===== config.mk =====
export PLATFORM = sky130hd
export DESIGN_NAME = alu_result_stage
export DESIGN_NICKNAME = d
export VERILOG_FILES = /design/src/rtl/alu_pkg.sv /design/src/rtl/alu_result_fifo.sv /design/src/rtl/alu_result_stage.sv
export SDC_FILE = /design/constraint.sdc
export NUM_CORES = 1
export LEC_CHECK = 0
export ABC_CLOCK_PERIOD_IN_PS = 4700
export CAP_MARGIN = 5
export CELL_PAD_IN_SITES_DETAIL_PLACEMENT = 1
export CELL_PAD_IN_SITES_GLOBAL_PLACEMENT = 1
export CORE_MARGIN = 1
export CORE_UTILIZATION = 43
export CTS_BUF_LIST = sky130_fd_sc_hd__clkbuf_4 sky130_fd_sc_hd__clkbuf_8
export DETAILED_ROUTE_END_ITERATION = 6
export HOLD_SLACK_MARGIN = 0.02
export PLACE_DENSITY_LB_ADDON = 0.1
export REMOVE_ABC_BUFFERS = 1
export SETUP_SLACK_MARGIN = 0.5
export SLEW_MARGIN = 20
export SYNTH_ARGS = -nofsm -noshare
export SYNTH_HDL_FRONTEND = slang
export SYNTH_SLANG_ARGS = --single-unit

===== constraint.sdc =====
create_clock -name clk -period 4.7 [get_ports clk]
set_clock_uncertainty 0.05 [all_clocks]
set_input_delay 1.41 -clock clk [delete_from_list [all_inputs] [get_ports clk]]
set_output_delay 1.41 -clock clk [all_outputs]
set_load 0.01 [all_outputs]

===== src/rtl/alu_pkg.sv =====
// Shared ALU definitions: opcode constants, result-unit select encodings and flag bit positions.
// Used by alu_result_stage (optional parity output guarded by ALU_RESULT_PARITY_EN).
package alu_pkg;

   // Logical and comparator opcodes; opcode[3]==0 selects the arithmetic unit
   localparam logic [3:0] OP_AND = 4'b1000;
   localparam logic [3:0] OP_OR  = 4'b1001;
   localparam logic [3:0] OP_XOR = 4'b1010;
   localparam logic [3:0] OP_NOT = 4'b1011;
   localparam logic [3:0] OP_EQ  = 4'b1100;
   localparam logic [3:0] OP_NE  = 4'b1101;
   localparam logic [3:0] OP_GT  = 4'b1110;
   localparam logic [3:0] OP_LT  = 4'b1111;

   // Result source chosen by opcode[3:2]
   typedef enum logic [1:0] {
      SEL_ARITH_LO = 2'b00,
      SEL_ARITH_HI = 2'b01,
      SEL_LOGIC    = 2'b10,
      SEL_COMP     = 2'b11
   } unit_sel_e;

   // Bit positions inside the 4-bit {N,V,C,Z} flag vector
   localparam int FLAG_Z = 0;
   localparam int FLAG_C = 1;
   localparam int FLAG_V = 2;
   localparam int FLAG_N = 3;
   localparam int FLAG_W = 4;

endpackage


===== src/rtl/alu_result_fifo.sv =====
// Generic DEPTH x WIDTH synchronous FIFO with fill count, full and empty.
// rdata shows the head entry; when empty it holds the last entry popped (0 after reset).
module alu_result_fifo #(
   parameter int DEPTH = 2,
   parameter int WIDTH = 8,
   localparam int PTR_W  = (DEPTH > 1) ? $clog2(DEPTH) : 1,
   localparam int FILL_W = $clog2(DEPTH + 1)
) (
   input  logic              clk,
   input  logic              rst,
   input  logic              push,
   input  logic              pop,
   input  logic [WIDTH-1:0]  wdata,
   output logic [WIDTH-1:0]  rdata,
   output logic [FILL_W-1:0] count,
   output logic              full,
   output logic              empty
);

   logic [WIDTH-1:0] mem [DEPTH];
   logic [WIDTH-1:0] last_q;
   logic [PTR_W-1:0] wr_ptr;
   logic [PTR_W-1:0] rd_ptr;
   logic             do_push;
   logic             do_pop;

   assign full    = (count == FILL_W'(DEPTH));
   assign empty   = (count == '0);
   assign do_push = push && !full;
   assign do_pop  = pop && !empty;

   // NOTE: sequential state uses non-blocking assignments so every register samples pre-edge values.
   always_ff @(posedge clk) begin
      if (rst) begin
         wr_ptr <= '0;
         rd_ptr <= '0;
         count  <= '0;
         last_q <= '0;
      end else begin
         // DEPTH is a power of two, so pointer increments wrap naturally
         if (do_push) wr_ptr <= wr_ptr + PTR_W'(1);
         if (do_pop) begin
            rd_ptr <= rd_ptr + PTR_W'(1);
            last_q <= mem[rd_ptr];
         end
         case ({do_push, do_pop})
            2'b10:   count <= count + FILL_W'(1);
            2'b01:   count <= count - FILL_W'(1);
            default: count <= count;
         endcase
      end
   end

   // NOTE: storage is not reset; an entry is only ever read while count marks it as written.
   always_ff @(posedge clk) begin
      if (do_push) mem[wr_ptr] <= wdata;
   end

   assign rdata = empty ? last_q : mem[rd_ptr];

endmodule


===== src/rtl/alu_result_stage.sv =====
// Registered result stage behind the ALU: selects the unit result, builds {N,V,C,Z} and buffers it.
// Define ALU_RESULT_PARITY_EN to add the per-entry even-parity output out_parity.
module alu_result_stage
   import alu_pkg::*;
#(
   parameter int DATA_W = 4,
   parameter int DEPTH  = 2,
   parameter int CNT_W  = 8
) (
   input  logic              clk,
   input  logic              rst,
   input  logic              in_valid,
   output logic              in_ready,
   input  logic [3:0]        in_opcode,
   input  logic [DATA_W:0]   in_arith,
   input  logic              in_ovf,
   input  logic [DATA_W-1:0] in_logic,
   input  logic [DATA_W-1:0] in_comp,
   output logic              out_valid,
   input  logic              out_ready,
   output logic [DATA_W-1:0] out_result,
   output logic [3:0]        out_flags,
   output logic [3:0]        out_opcode,
   output logic [CNT_W-1:0]  op_count
`ifdef ALU_RESULT_PARITY_EN
   ,
   output logic              out_parity
`endif
);

   localparam int FILL_W = $clog2(DEPTH + 1);
`ifdef ALU_RESULT_PARITY_EN
   localparam int PAY_W = DATA_W + 2 * FLAG_W + 1;
`else
   localparam int PAY_W = DATA_W + 2 * FLAG_W;
`endif

   logic [DATA_W-1:0] result;
   logic [FLAG_W-1:0] flags;
   logic [PAY_W-1:0]  push_data;
   logic [PAY_W-1:0]  head_data;
   logic [FILL_W-1:0] fill;
   logic              full;
   logic              empty;
   logic              push;
   logic              pop;

   // NOTE: every always_comb output gets a default first, so no path can infer a latch.
   always_comb begin
      result = in_arith[DATA_W-1:0];
      case (unit_sel_e'(in_opcode[3:2]))
         SEL_LOGIC: result = in_logic;
         SEL_COMP:  result = in_comp;
         default:   result = in_arith[DATA_W-1:0];
      endcase
   end

   // Carry and overflow are only meaningful for arithmetic opcodes
   always_comb begin
      flags         = '0;
      flags[FLAG_Z] = (result == '0);
      flags[FLAG_N] = result[DATA_W-1];
      flags[FLAG_C] = !in_opcode[3] && in_arith[DATA_W];
      flags[FLAG_V] = !in_opcode[3] && in_ovf;
   end

`ifdef ALU_RESULT_PARITY_EN
   assign push_data = {^{result, flags}, in_opcode, flags, result};
`else
   assign push_data = {in_opcode, flags, result};
`endif

   assign in_ready  = (fill < FILL_W'(DEPTH));
   assign out_valid = (fill != '0);
   assign push      = in_valid && !full;
   assign pop       = out_ready && !empty;

   alu_result_fifo #(
      .DEPTH (DEPTH),
      .WIDTH (PAY_W)
   ) u_fifo (
      .clk   (clk),
      .rst   (rst),
      .push  (push),
      .pop   (pop),
      .wdata (push_data),
      .rdata (head_data),
      .count (fill),
      .full  (full),
      .empty (empty)
   );

   assign out_result = head_data[DATA_W-1:0];
   assign out_flags  = head_data[DATA_W +: FLAG_W];
   assign out_opcode = head_data[DATA_W + FLAG_W +: 4];
`ifdef ALU_RESULT_PARITY_EN
   assign out_parity = head_data[PAY_W-1];
`endif

   always_ff @(posedge clk) begin
      if (rst)      op_count <= '0;
      else if (pop) op_count <= op_count + CNT_W'(1);
   end

endmodule

==> flow_summary.toml, run 1 <==
# implementation run metrics
[outcome]
status = "finished clean"

[logic_synthesis]
netlist_instances = 179
synth_area_um2 = 1940
edf_count = 22
ys.flops = 46
top_area_cell = "edfxtp_1"
syn_avg_cell_area_um2 = 10.8
yosys.area_share.adder_pct = 1.29
ys_sh_mux_pct = 8.25
synthSimpleGateAreaFrac_pct = 11.5
ys_area_um2 = 1940
synthAoiAreaFrac_pct = 13.5
ys_types = 29
synthArstFlopShare_pct = 0
ys_seq_share_pct = 58.8
top_cells_by_area = "edfxtp_1 (34%), dfxtp_1 (25%), mux2i_1 (8.3%)"
top_area_share_pct = 34.0
yosys-stat-cells = 179
synth.logic.top_family = "AND-OR/OR-AND gates"
ys.flop_type = "dfxtp_1"
synth_warnings = 0
xor_area_share_pct = 2.26

[placement]
gp_congestion = 0.727
place.detailed.hpwl_mm = 3.01
portBuffers = 43

[layout]
n_fill_cell = 463
syn_to_final_growth_pct = 28.4
num_antenna_cells = 0
final_nets = 241
final_cell_mix = "clkdlybuf4s50_1 (43), nor2_1 (33), dfxtp_1 (24)"
lay_top_count = "clkdlybuf4s50_1"
drive_gt1_share_pct = 6.42

[clocking]
clk_pin_slew_ns = 0.08
cts_tree = "built"
ctsResizeCount = 0
htreeDepth = 2
clock-sinks = 46
postCtsSetupBuffers = 0
cts_buffer_depth = 2
cts_buffers = 5
clock_tree.root_cell = "clkbuf_8"
holdBufCountCts = 0

[critical_path]
worstPathMaxFanout = 23
path_class = "flip-flop to output pin"
crit_path_end_kind = "output pin"
startpoint_type = "flip-flop"
worstPathArrival_ns = 2.10
crit_required_ns = 3.24

[power]
p_sw_uw = 532
intPower_uw = 1010
p_total_uw = 1540
p_clk_share_pct = 19.3
leakagePower_uw = 0.000851
combPwrFrac_pct = 43.5
powerDensity_nw_per_um2 = 617
p_seq_share_pct = 37.3
peakVddDrop_uv = 223
switching_share_pct = 34.6

[final_timing]
fmax_mhz = 281
rsz0062_at_grt = "no"
slew_violations = 0
tns_ns = 0
fin_crit_ns = 3.56
finalCritPeriodShare_pct = 75.7
final_hold_viol_count = 0
max_slew.worst_pin.slew_ns = 0.943
setup_viol = 0
slew-limit-headroom_pct = 36.9

[min_path]
hold_path.class = "flip-flop to flip-flop"

[floorplan]
io_pins = 44
die_area_um2 = 4790
fp-utilization_pct = 44.6
die_y_um = 69.2
die_w_um = 69.2

[global_routing]
grt_pass1_wl_mm = 6.98
antenna_found_initial = 0
grt_pass1_vias = 1477
grt_max_degree = 26
gr-total-overflow = 0

[route]
ant_nets = 0
wirelength_met1_mm = 1.79
dr.pass1.iters = 4
drcViolationCount = 0
wl_met3_um = 143
route.met2.wl_mm = 2.16
via_per_inst = 5.37
routed.top_layer = "met4"
drtIter0Drc = 82

[run]
tool_warnings = 25
maxCapViolations = 0
## run 1: cell usage after synthesis, types with 4 or more instances
library cell,instances
mux2i_1,16
dfxtp_1,24
a21oi_1,22
xnor2_1,4
buf_2,5
inv_1,5
o21ai_0,5
nor2_1,33
edfxtp_1,22
a211oi_1,11
clkbuf_1,5
## run 1: routing by layer
| layer | vias to the layer above | track usage [%] |
|---|---|---|
| met5 | - | 0 |
| met4 | 0 | 7.48 |
| met3 | 7 | 3.92 |
| met2 | 33 | 33.2 |
| met1 | 701 | 21.6 |
| li1 | 709 | - |
## run 1: critical path, cell delays in order (launching register included)
cell             delay (ns)
dfxtp_1                0.49
or2_2                  0.46
nor2_1                 0.11
a21oi_1                0.17
clkdlybuf4s50_1        0.56
## run 1: cell type report
class	instances	area, um^2	share of cell area [%]
Tap cell	52	65.1	2.61
Inverter	5	18.8	0.753
Multi-Input combinational cell	115	714	28.7
Sequential cell	46	1140	45.8
Clock buffer	6	76.3	3.06
Clock inverter	2	37.5	1.51
Timing Repair Buffer	44	438	17.6
## run 1: kinds of logic after synthesis
kind of cell | Yosys count
buffers and inverters | 18
flip-flops | 46
AND-OR/OR-AND | 43
XOR/XNOR | 5
multiplexers | 16
adder cells (fa/ha/maj) | 2
AND/OR/NAND/NOR | 49
## run 1: flip-flops by register name, indices dropped and copies added, names as in the netlist, named ones only
register	cells
op_count	8
u_fifo.count	2
u_fifo.last_q	11
u_fifo.mem	22
u_fifo.rd_ptr	1
u_fifo.wr_ptr	1
## run 1: power by group through the flow
| stage | clock network [uW] | registers (uW) | logic, uW |
|---|---|---|---|
| final | 296 | 573 | 669 |
| after detailed placement | 0 | 582 | 672 |
| after global routing | 318 | 585 | 725 |
| after CTS | 304 | 574 | 680 |
| after floorplan | 0 | 565 | 345 |
| after global placement | 0 | 574 | 641 |
## run 1: worst paths after layout
kind	startpoint	end	slack, ns	cells past startpoint
worst min-delay path	op_count[7]$_SDFFE_PP0P_	op_count[7]$_SDFFE_PP0P_	0.45	2
worst max-delay path	u_fifo.count[0]$_SDFFE_PP0P_	out_result[1]	1.14	4
worst min register to register	op_count[7]$_SDFFE_PP0P_	op_count[7]$_SDFFE_PP0P_	0.45	2
worst max register to register	u_fifo.count[1]$_SDFFE_PP0P_	u_fifo.count[1]$_SDFFE_PP0P_	2.81	5
## run 1: metrics by stage
step	worst slack (ns)	hold WS (ns)	std cells	instance area (um^2)	util [%]
floorplan	1.69	0.423	166	1870	-
global placement	1.55	0.409	262	2380	54.6
detailed placement	1.48	0.442	262	2380	54.6
CTS	1.10	0.453	270	2490	57.2
global route	1.00	0.486	270	2490	57.2
finish	1.14	0.452	270	2490	57.2
Fig. 1: run 1, met1 routing
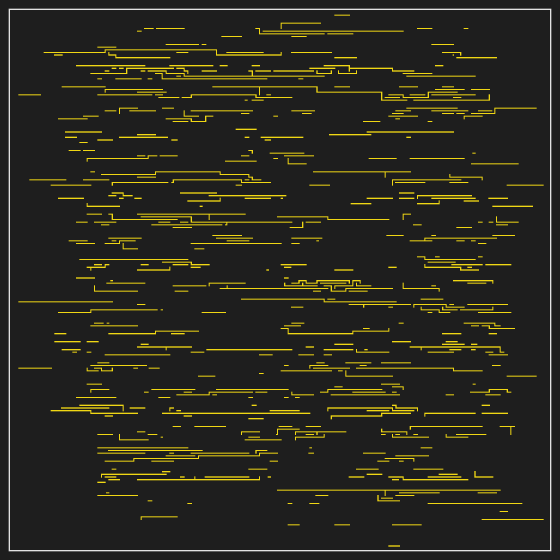
longest straight run: 28.5 um
share of all routed wire: 43%
main direction: horizontal
nets with wire on the layer: 213
wire length on this layer: 1790 um
via count: 1450
routed wire length: 4.16 mm
grt met1 use: 21.6%

Fig. 2: run 1, cell classes on the final placement
Fill, decap, tap and diode cells in grey.
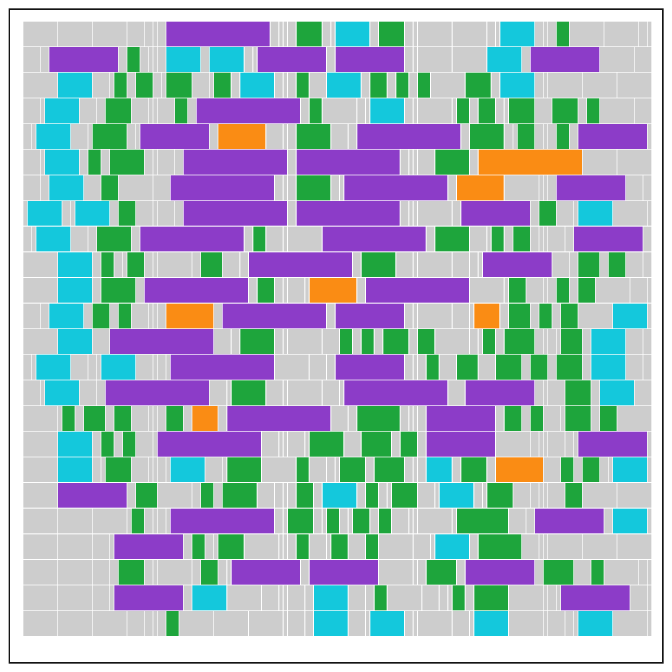
legend:
  clock drivers and dummy loads:
    colour: orange
    cells: 8
    share_of_their_area: 4.7%
  other buffers and delay cells:
    colour: cyan
    cells: 44
    share_of_their_area: 18%
  all other logic:
    colour: green
    cells: 120
    share_of_their_area: 30%
  flip-flops:
    colour: purple
    cells: 46
    share_of_their_area: 47%
Seq area share: 45.8%
core area: 4350 um^2
Final Cell Area: 2490 um^2
row count: 24
Util after Layout: 57.2%

Fig. 3: run 1, routed metal per tile
Scale bar: 20 um. The die is cut into 14 by 14 equal tiles; dark blue is low, red is high, scaled to the fullest tile. Values are wire area over tile area, all layers added.
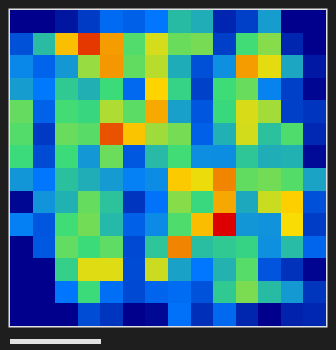
fullest tile: 0.37
emptiest ninth of the die: lower left
nearly empty tiles: 9.7%
average routed wire per standard cell: 15.4 um
GRT Total Usage: 18.6%

Fig. 4: run 1, the clock network
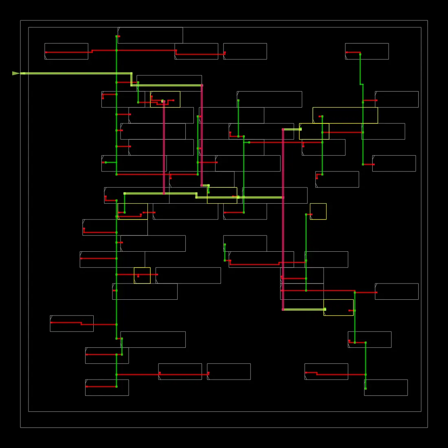
clk ins delay skew pair: 0.30 ns
Clock group: 296 uW
flop count: 46

==> inputs of run 2 (changes only) <==
--- a/config.mk
+++ b/config.mk
@@ -5,12 +5,12 @@
 export SDC_FILE = /design/constraint.sdc
 export NUM_CORES = 1
 export LEC_CHECK = 0
-export ABC_CLOCK_PERIOD_IN_PS = 4700
+export ABC_CLOCK_PERIOD_IN_PS = 3000
 export CAP_MARGIN = 5
 export CELL_PAD_IN_SITES_DETAIL_PLACEMENT = 1
 export CELL_PAD_IN_SITES_GLOBAL_PLACEMENT = 1
 export CORE_MARGIN = 1
-export CORE_UTILIZATION = 43
+export CORE_UTILIZATION = 36
 export CTS_BUF_LIST = sky130_fd_sc_hd__clkbuf_4 sky130_fd_sc_hd__clkbuf_8
 export DETAILED_ROUTE_END_ITERATION = 6
 export HOLD_SLACK_MARGIN = 0.02
==> constraint.sdc (replaced) <==
create_clock -name clk -period 3 [get_ports clk]
set_clock_uncertainty 0.05 [all_clocks]
set_input_delay 0.9 -clock clk [delete_from_list [all_inputs] [get_ports clk]]
set_output_delay 0.9 -clock clk [all_outputs]
set_load 0.01 [all_outputs]
Fig. 5: run 2, the clock network
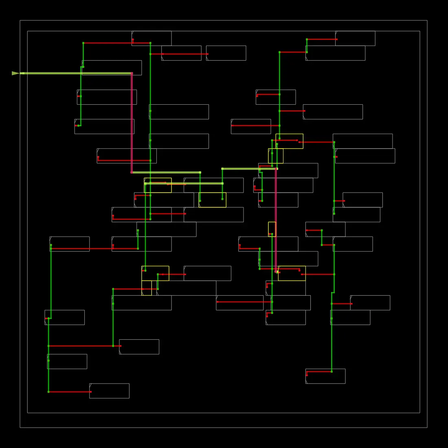
clkbuf count: 6
clk ins delay skew pair: 0.29 ns

Fig. 6: run 2, routed metal per tile
Scale bar: 20 um. The die is cut into 15 by 15 equal tiles; dark blue is low, red is high, scaled to the fullest tile. Values are wire area over tile area, all layers added.
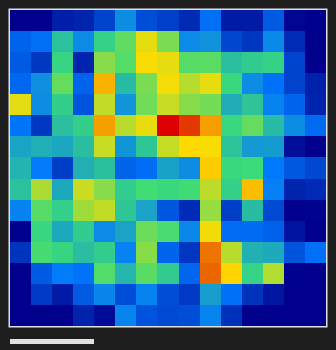
mean over tiles: 0.13
fullest tile: 0.38
nearly empty tiles: 11%
tiles over half the peak: 25%
average routed wire per standard cell: 15.9 um
via count: 1511

==> flow_summary.toml, run 2 <==
# implementation run metrics
[final_timing]
tns_ns = 0
final_hold_viol_count = 0
rsz0062_at_grt = "yes"
max_slew.worst_pin.slew_ns = 0.481
fmax_mhz = 405
slew_violations = 0
hold_slack_ns = 0.439
setup_viol = 0
finalCritPeriodShare_pct = 82.3
slew-limit-headroom_pct = 67.9

[power]
peakVddDrop_uv = 373
intPower_uw = 1540
p_total_uw = 2450
p_clk_share_pct = 15.0
p_sw_uw = 910
powerDensity_nw_per_um2 = 936
leakagePower_uw = 0.000975
combPwrFrac_pct = 48.3

[global_routing]
gr-total-overflow = 0
antenna_found_initial = 0
grtUsageTotal_pct = 17.9
grt_pass1_vias = 1513

[logic_synthesis]
syn_avg_cell_area_um2 = 10.8
ys.flops = 46
synthArstFlopShare_pct = 0
synth.most_common_cell = "nor2_1"
ys.flop_type = "dfxtp_1"
top_area_cell = "edfxtp_1"
synth_warnings = 0
synthTopCellsByCount = "nor2_1 (33), dfxtp_1 (24), a21oi_1 (22), edfxtp_1 (22), mux2i_1 (16)"
ys_seq_share_pct = 58.8
yosys-stat-cells = 179
top_area_share_pct = 34.0
synth_area_um2 = 1940
top_cells_by_area = "edfxtp_1 (34%), dfxtp_1 (25%), mux2i_1 (8.3%)"

[clocking]
cts_buffer_depth = 2
cts_buffers = 5
htreeDepth = 2
cts_tree = "built"
clk_pin_slew_ns = 0.08
clock-sinks = 46

[layout]
syn_to_final_growth_pct = 34.6
n_fill_cell = 583
final_cell_area_um2 = 2610
reg.largest.list = "u_fifo.mem (22), u_fifo.last_q (11), op_count (8)"
top_register = "u_fifo.mem"
num_antenna_cells = 0
lay_top_count = "nor2_1"
final_nets = 253
final_cell_mix = "nor2_1 (33), clkdlybuf4s50_1 (31), edfxtp_1 (22)"
drive_gt1_share_pct = 14.3

[placement]
portBuffers = 43
placed_cell_area_um2 = 2420
gp_congestion = 0.765
place.detailed.hpwl_mm = 3.18

[critical_path]
critical_path_buf_inv_count = 2
worst_path_max_delay_cell = "dfxtp_4"
path_delay_family = "buffers and inverters"
r2r_slack_ns = 1.06
startpoint_type = "flip-flop"
worstPathMaxFanout = 7
path_class = "flip-flop to output pin"
worstPathArrival_ns = 1.52

[route]
via_per_inst = 5.04
drcViolationCount = 0
drtIter0Drc = 78
ant_nets = 0

[run]
tool_warnings = 27

[floorplan]
fp-utilization_pct = 37.8
rows = 26
die_w_um = 75.4
coreArea_um2 = 5140
io_pins = 44
die_area_um2 = 5690

[outcome]
status = "finished clean"

[min_path]
hold_path.class = "flip-flop to flip-flop"
Fig. 7: run 2, met3 routing
Scale bar: 20 um.
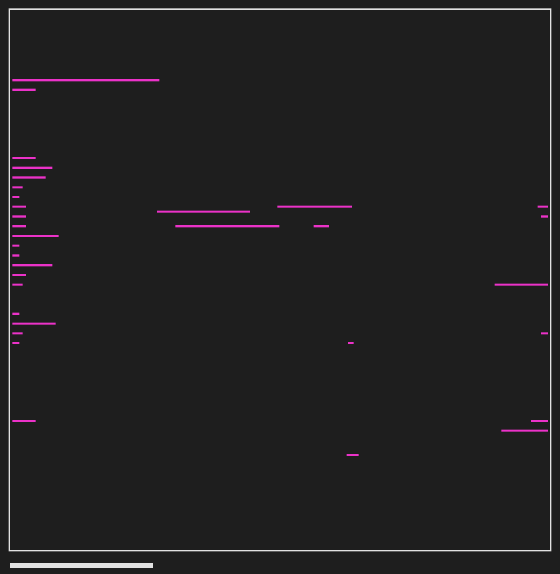
longest straight run: 20.2 um
nets with wire on the layer: 30
main direction: horizontal
met3 usage: 2.78%
routed wire length: 4.77 mm

-- run 2: repair_timing --
action | CTS | global route
setup buffers | 1 | 5
pin swaps | 2 | 1
resized | 24 | 7
cloned | 3 | 0
setup endpoints to repair | 13 | 5
hold buffers | 0 | 0
-- run 2: path summary, 6_finish.rpt --
path / from / endpoint / cells after the start
max: flip-flop / out_flags[3] / 4
min: op_count[7]$_SDFFE_PP0P_ / op_count[7]$_SDFFE_PP0P_ / 2
max reg2reg: u_fifo.count[1]$_SDFFE_PP0P_ / u_fifo.count[1]$_SDFFE_PP0P_ / 6
min reg2reg: op_count[7]$_SDFFE_PP0P_ / op_count[7]$_SDFFE_PP0P_ / 2
-- run 2: cell type report --
class / count / area (um^2) / share of cell area (%)
clock buffer: 6 / 76.3 / 2.92
clock inverter: 2 / 8.76 / 0.335
inverter: 5 / 18.8 / 0.718
multi-input combinational: 118 / 762 / 29.2
sequential: 46 / 1150 / 44.1
tap: 70 / 87.6 / 3.35
timing repair buffer: 53 / 507 / 19.4
-- run 2: per-stage QoR --
stage / utilization (%) / instances / setup WS (ns)
4_1_cts: 49.8 / 295 / 0.320
3_3_place_gp: 47.1 / 283 / 0.398
2_1_floorplan: - / 166 / 0.499
5_1_grt: 50.8 / 300 / 0.474
3_5_place_dp: 47.1 / 283 / 0.238
6_report: 50.8 / 300 / 0.530
-- run 2: per-layer routing --
metal / share of wire (%) / global-route usage [%] / vias to the layer above
met5: 0 / 0 / -
met4: 0.78 / 4.94 / 0
li1: - / - / 739
met1: 46 / 23.3 / 732
met3: 2.7 / 2.78 / 4
met2: 50 / 31.2 / 36
-- run 2: logic make-up after synthesis --
family,count (synthesis),share of synthesized area (%)
AOI/OAI and AO/OA,43,13.5
xor gates and xnor gates,5,2.26
adders and majority gates,2,1.29
buffers and inverters,18,4.38
DFF,46,58.8
muxes,16,8.25
and+or+nand+nor,49,11.5
-- run 2: power groups by stage --
stage	clock [uW]	combinational, uW	sequential (uW)
2_1_floorplan	0	541	885
3_3_place_gp	0	1040	881
3_5_place_dp	0	1090	893
4_1_cts	373	1120	910
5_1_grt	398	1280	913
6_report	367	1180	898
-- run 2: worst register-to-register path: stages, from the launching register on --
cell and delay, ns:
dfxtp_4 0.39, dlymetal6s2s_1 0.17, or2b_1 0.29, nand2_1 0.10, ha_1 0.26, or3_2 0.45
a21oi_1 0.16
==> inputs of run 3 (changes only) <==
--- a/config.mk
+++ b/config.mk
@@ -5,12 +5,12 @@
 export SDC_FILE = /design/constraint.sdc
 export NUM_CORES = 1
 export LEC_CHECK = 0
-export ABC_CLOCK_PERIOD_IN_PS = 3000
+export ABC_CLOCK_PERIOD_IN_PS = 2420
 export CAP_MARGIN = 5
 export CELL_PAD_IN_SITES_DETAIL_PLACEMENT = 1
 export CELL_PAD_IN_SITES_GLOBAL_PLACEMENT = 1
 export CORE_MARGIN = 1
-export CORE_UTILIZATION = 36
+export CORE_UTILIZATION = 40
 export CTS_BUF_LIST = sky130_fd_sc_hd__clkbuf_4 sky130_fd_sc_hd__clkbuf_8
 export DETAILED_ROUTE_END_ITERATION = 6
 export HOLD_SLACK_MARGIN = 0.02
==> constraint.sdc (replaced) <==
create_clock -name clk -period 2.42 [get_ports clk]
set_clock_uncertainty 0.05 [all_clocks]
set_input_delay 0.726 -clock clk [delete_from_list [all_inputs] [get_ports clk]]
set_output_delay 0.726 -clock clk [all_outputs]
set_load 0.01 [all_outputs]
Fig. 8: run 3, cell classes on the final placement
Fill, decap, tap and diode cells in grey.
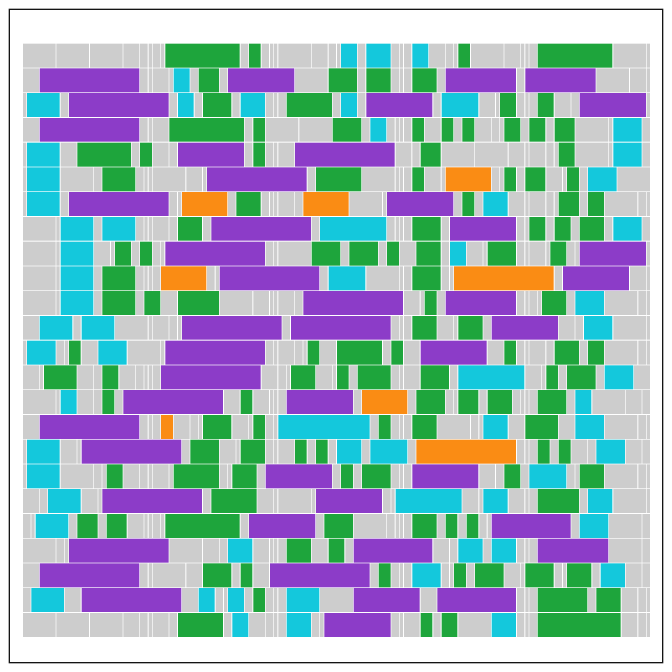
legend:
  other buffers and delay cells:
    colour: cyan
    cells: 63
    share_of_their_area: 21%
  all other logic:
    colour: green
    cells: 122
    share_of_their_area: 33%
  clock drivers and dummy loads:
    colour: orange
    cells: 8
    share_of_their_area: 4.8%
  flip-flops:
    colour: purple
    cells: 46
    share_of_their_area: 42%
core area: 4500 um^2
Seq area share: 40.8%
Util after Layout: 62.9%
Final Cell Area: 2830 um^2

Fig. 9: run 3, the clock network
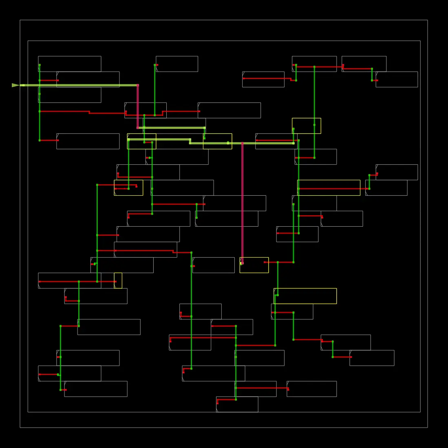
CTS sink cnt: 46
TritonCTS Buffers: 5
Clock group: 666 uW
clkbuf count: 5

==> flow_summary.toml, run 3 <==
# implementation run metrics
[route]
drtIter0Drc = 74
drcViolationCount = 0
routedWlPerCell_um = 19.9
via_per_inst = 5.54
ant_nets = 0
dr.pass1.iters = 4

[power]
p_clk_share_pct = 18.1
intPower_uw = 2300
p_total_uw = 3670
combPwrFrac_pct = 51.2
p_sw_uw = 1370
powerDensity_nw_per_um2 = 1300
leakagePower_uw = 0.00106
peakVddDrop_uv = 467
switching_share_pct = 37.4
p_seq_share_pct = 30.7

[layout]
lay_top_count = "nor2_1"
reg.largest.list = "u_fifo.mem (22), u_fifo.last_q (11), op_count (8)"
final_nets = 262
largest_reg_flops = 22
num_antenna_cells = 0
n_fill_cell = 471
final_cell_mix = "nor2_1 (31), edfxtp_1 (22), clkdlybuf4s50_1 (17), dfxtp_1 (17)"
top_register = "u_fifo.mem"
drive_gt1_share_pct = 33.9
syn_to_final_growth_pct = 46.0

[logic_synthesis]
top_cells_by_area = "edfxtp_1 (34%), dfxtp_1 (25%), mux2i_1 (8.3%)"
ys.flops = 46
top_area_cell = "edfxtp_1"
synth_area_um2 = 1940
synthTopCellsByCount = "nor2_1 (33), dfxtp_1 (24), a21oi_1 (22), edfxtp_1 (22), mux2i_1 (16)"
netlist_instances = 179
yosys-stat-cells = 179
syn_avg_cell_area_um2 = 10.8
synth_warnings = 0
ys.flop_type = "dfxtp_1"
ys_area_um2 = 1940
edf_count = 22
synthArstFlopShare_pct = 0
synth.most_common_cell = "nor2_1"
top_area_share_pct = 34.0
ys_types = 29
ys_seq_share_pct = 58.8

[clocking]
clk_pin_slew_ns = 0.08
cts_tree = "built"
holdBufCountCts = 0
clock_tree.root_cell = "clkbuf_8"
clock_latency_ns = 0.29
cts_buffer_depth = 2
htreeDepth = 2

[outcome]
status = "finished clean"

[final_timing]
max_slew.worst_pin.slew_ns = 0.479
setup_viol = 0
setup_slack_ns = 0.252
finalCritPeriodShare_pct = 89.6
rsz0062_at_grt = "yes"
slew_violations = 0
fin_crit_ns = 2.17
slew-limit-headroom_pct = 68.1
final_hold_viol_count = 0
fmax_mhz = 461
tns_ns = 0

[critical_path]
crit_required_ns = 1.64
worst_path_max_delay_cell = "dfxtp_4"
worstPathArrival_ns = 1.39
r2r_slack_ns = 0.56
critPathMaxStageDelay_ns = 0.39
path_class = "flip-flop to output pin"
path_delay_family = "flip-flops"
reg2reg_to = "u_fifo.count[1]$_SDFFE_PP0P_"
cp_cell_sequence = "buf_12 > buf_16 > mux2i_2 > a21oi_2 > buf_2"
critical_path_buf_inv_count = 3
crit_path_end_kind = "output pin"
reg2reg_from = "u_fifo.count[0]$_SDFFE_PP0P_"
reg2reg_depth = 6
worstPathMaxFanout = 5
startpoint_type = "flip-flop"

[floorplan]
io_pins = 44
die_y_um = 71.7
rows = 24
die_area_um2 = 5130
fp-utilization_pct = 43.1
die_w_um = 71.7

[placement]
place_ws_ns = 0.00745
gp_congestion = 0.683
portBuffers = 43
place.detailed.hpwl_mm = 3.03

[min_path]
hold_path.class = "flip-flop to flip-flop"
hold_depth = 2
hold-path-endpoint = "op_count[3]$_SDFFE_PP0P_"
hp-start = "op_count[3]$_SDFFE_PP0P_"

[run]
maxCapViolations = 0
tool_warnings = 27

[global_routing]
gr-total-overflow = 0
grtUsageTotal_pct = 23.3
grt_pass1_wl_mm = 8.94
grt_pass1_vias = 1762
antenna_found_initial = 0
grt_max_degree = 26
Fig. 10: run 3, met1 routing
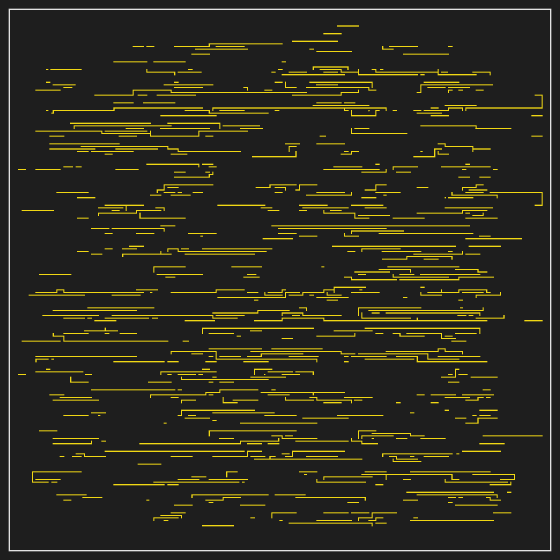
share of all routed wire: 39%
main direction: horizontal
longest straight run: 26.2 um
wire length on this layer: 2270 um
grt met1 use: 26.6%
routed wire length: 5.80 mm
via count: 1611

## run 3: cell counts after synthesis
Identical to the previous run, type by type.
## run 3: power groups by stage
stage / sequential (uW) / combinational, uW / clock (uW)
after floorplan: 1100 / 670 / 0
after global placement: 1060 / 1360 / 0
after detailed placement: 1070 / 1430 / 0
after CTS: 1090 / 1620 / 670
after global routing: 1140 / 2000 / 712
final: 1130 / 1880 / 666
## run 3: kinds of logic (layout without fill, tap and decap cells)
kind of cell             count (synthesis)  after routing  synth area share (%)
buffers and inverters                   18             76                  4.38
AND-OR/OR-AND                           43             43                  13.5
XOR/XNOR                                 5              5                  2.26
AND/OR/NAND/NOR                         49             51                  11.5
flip-flops                              46             46                  58.8
multiplexers                            16             16                  8.25
adder cells (fa/ha/maj)                  2              2                  1.29
## run 3: cell type report
cell class	count	area, um^2	area share (%)
repair buffers	63	574	20.3
well taps	52	65.1	2.30
clock buffers	5	68.8	2.43
flip-flops and latches	46	1160	40.8
inverters	5	18.8	0.662
clock inverters	3	63.8	2.25
multi-input cells	117	886	31.3
## run 3: how the worst max path moves through the flow
stage                                   endpoint  cells after the start
floorplan           u_fifo.count[1]$_SDFFE_PP0P_                      4
global placement                   out_result[0]                      3
detailed placement    u_fifo.mem[1][4]$_DFFE_PP_                      4
CTS                                 out_flags[2]                      5
global route                       out_result[2]                      5
finish                             out_result[2]                      5
## run 3: per-layer routing
| metal | vias to the layer above | wire length (um) | global-route usage [%] |
|---|---|---|---|
| met5 | - | 0 | 0 |
| met4 | 0 | 134 | 7.84 |
| met3 | 16 | 216 | 4.22 |
| met2 | 51 | 3170 | 43.4 |
| met1 | 787 | 2270 | 26.6 |
| li1 | 757 | - | - |
## run 3: stage by stage
| step | hold slack [ns] | area [um^2] | util (%) | cells |
|---|---|---|---|---|
| final | 0.464 | 2830 | 62.9 | 291 |
| after global routing | 0.496 | 2830 | 62.9 | 291 |
| after CTS | 0.446 | 2730 | 60.6 | 287 |
| after detailed placement | 0.436 | 2430 | 54.1 | 268 |
| after global placement | 0.408 | 2430 | 54.1 | 268 |
| after floorplan | 0.423 | 1870 | - | 166 |
## run 3: worst reg2reg max path: stages (launching register included)
cell	delay, ns
dfxtp_4	0.37
buf_4	0.17
or2b_1	0.28
nand2_2	0.13
ha_4	0.22
or3_2	0.46
a21oi_2	0.13
## run 3: what timing repair did
item	CTS	global route
pin swaps	9	6
setup buffers	8	4
setup endpoints to repair	28	15
gates resized	92	23
cloned	3	0
Power and IR drop assume default switching activity.
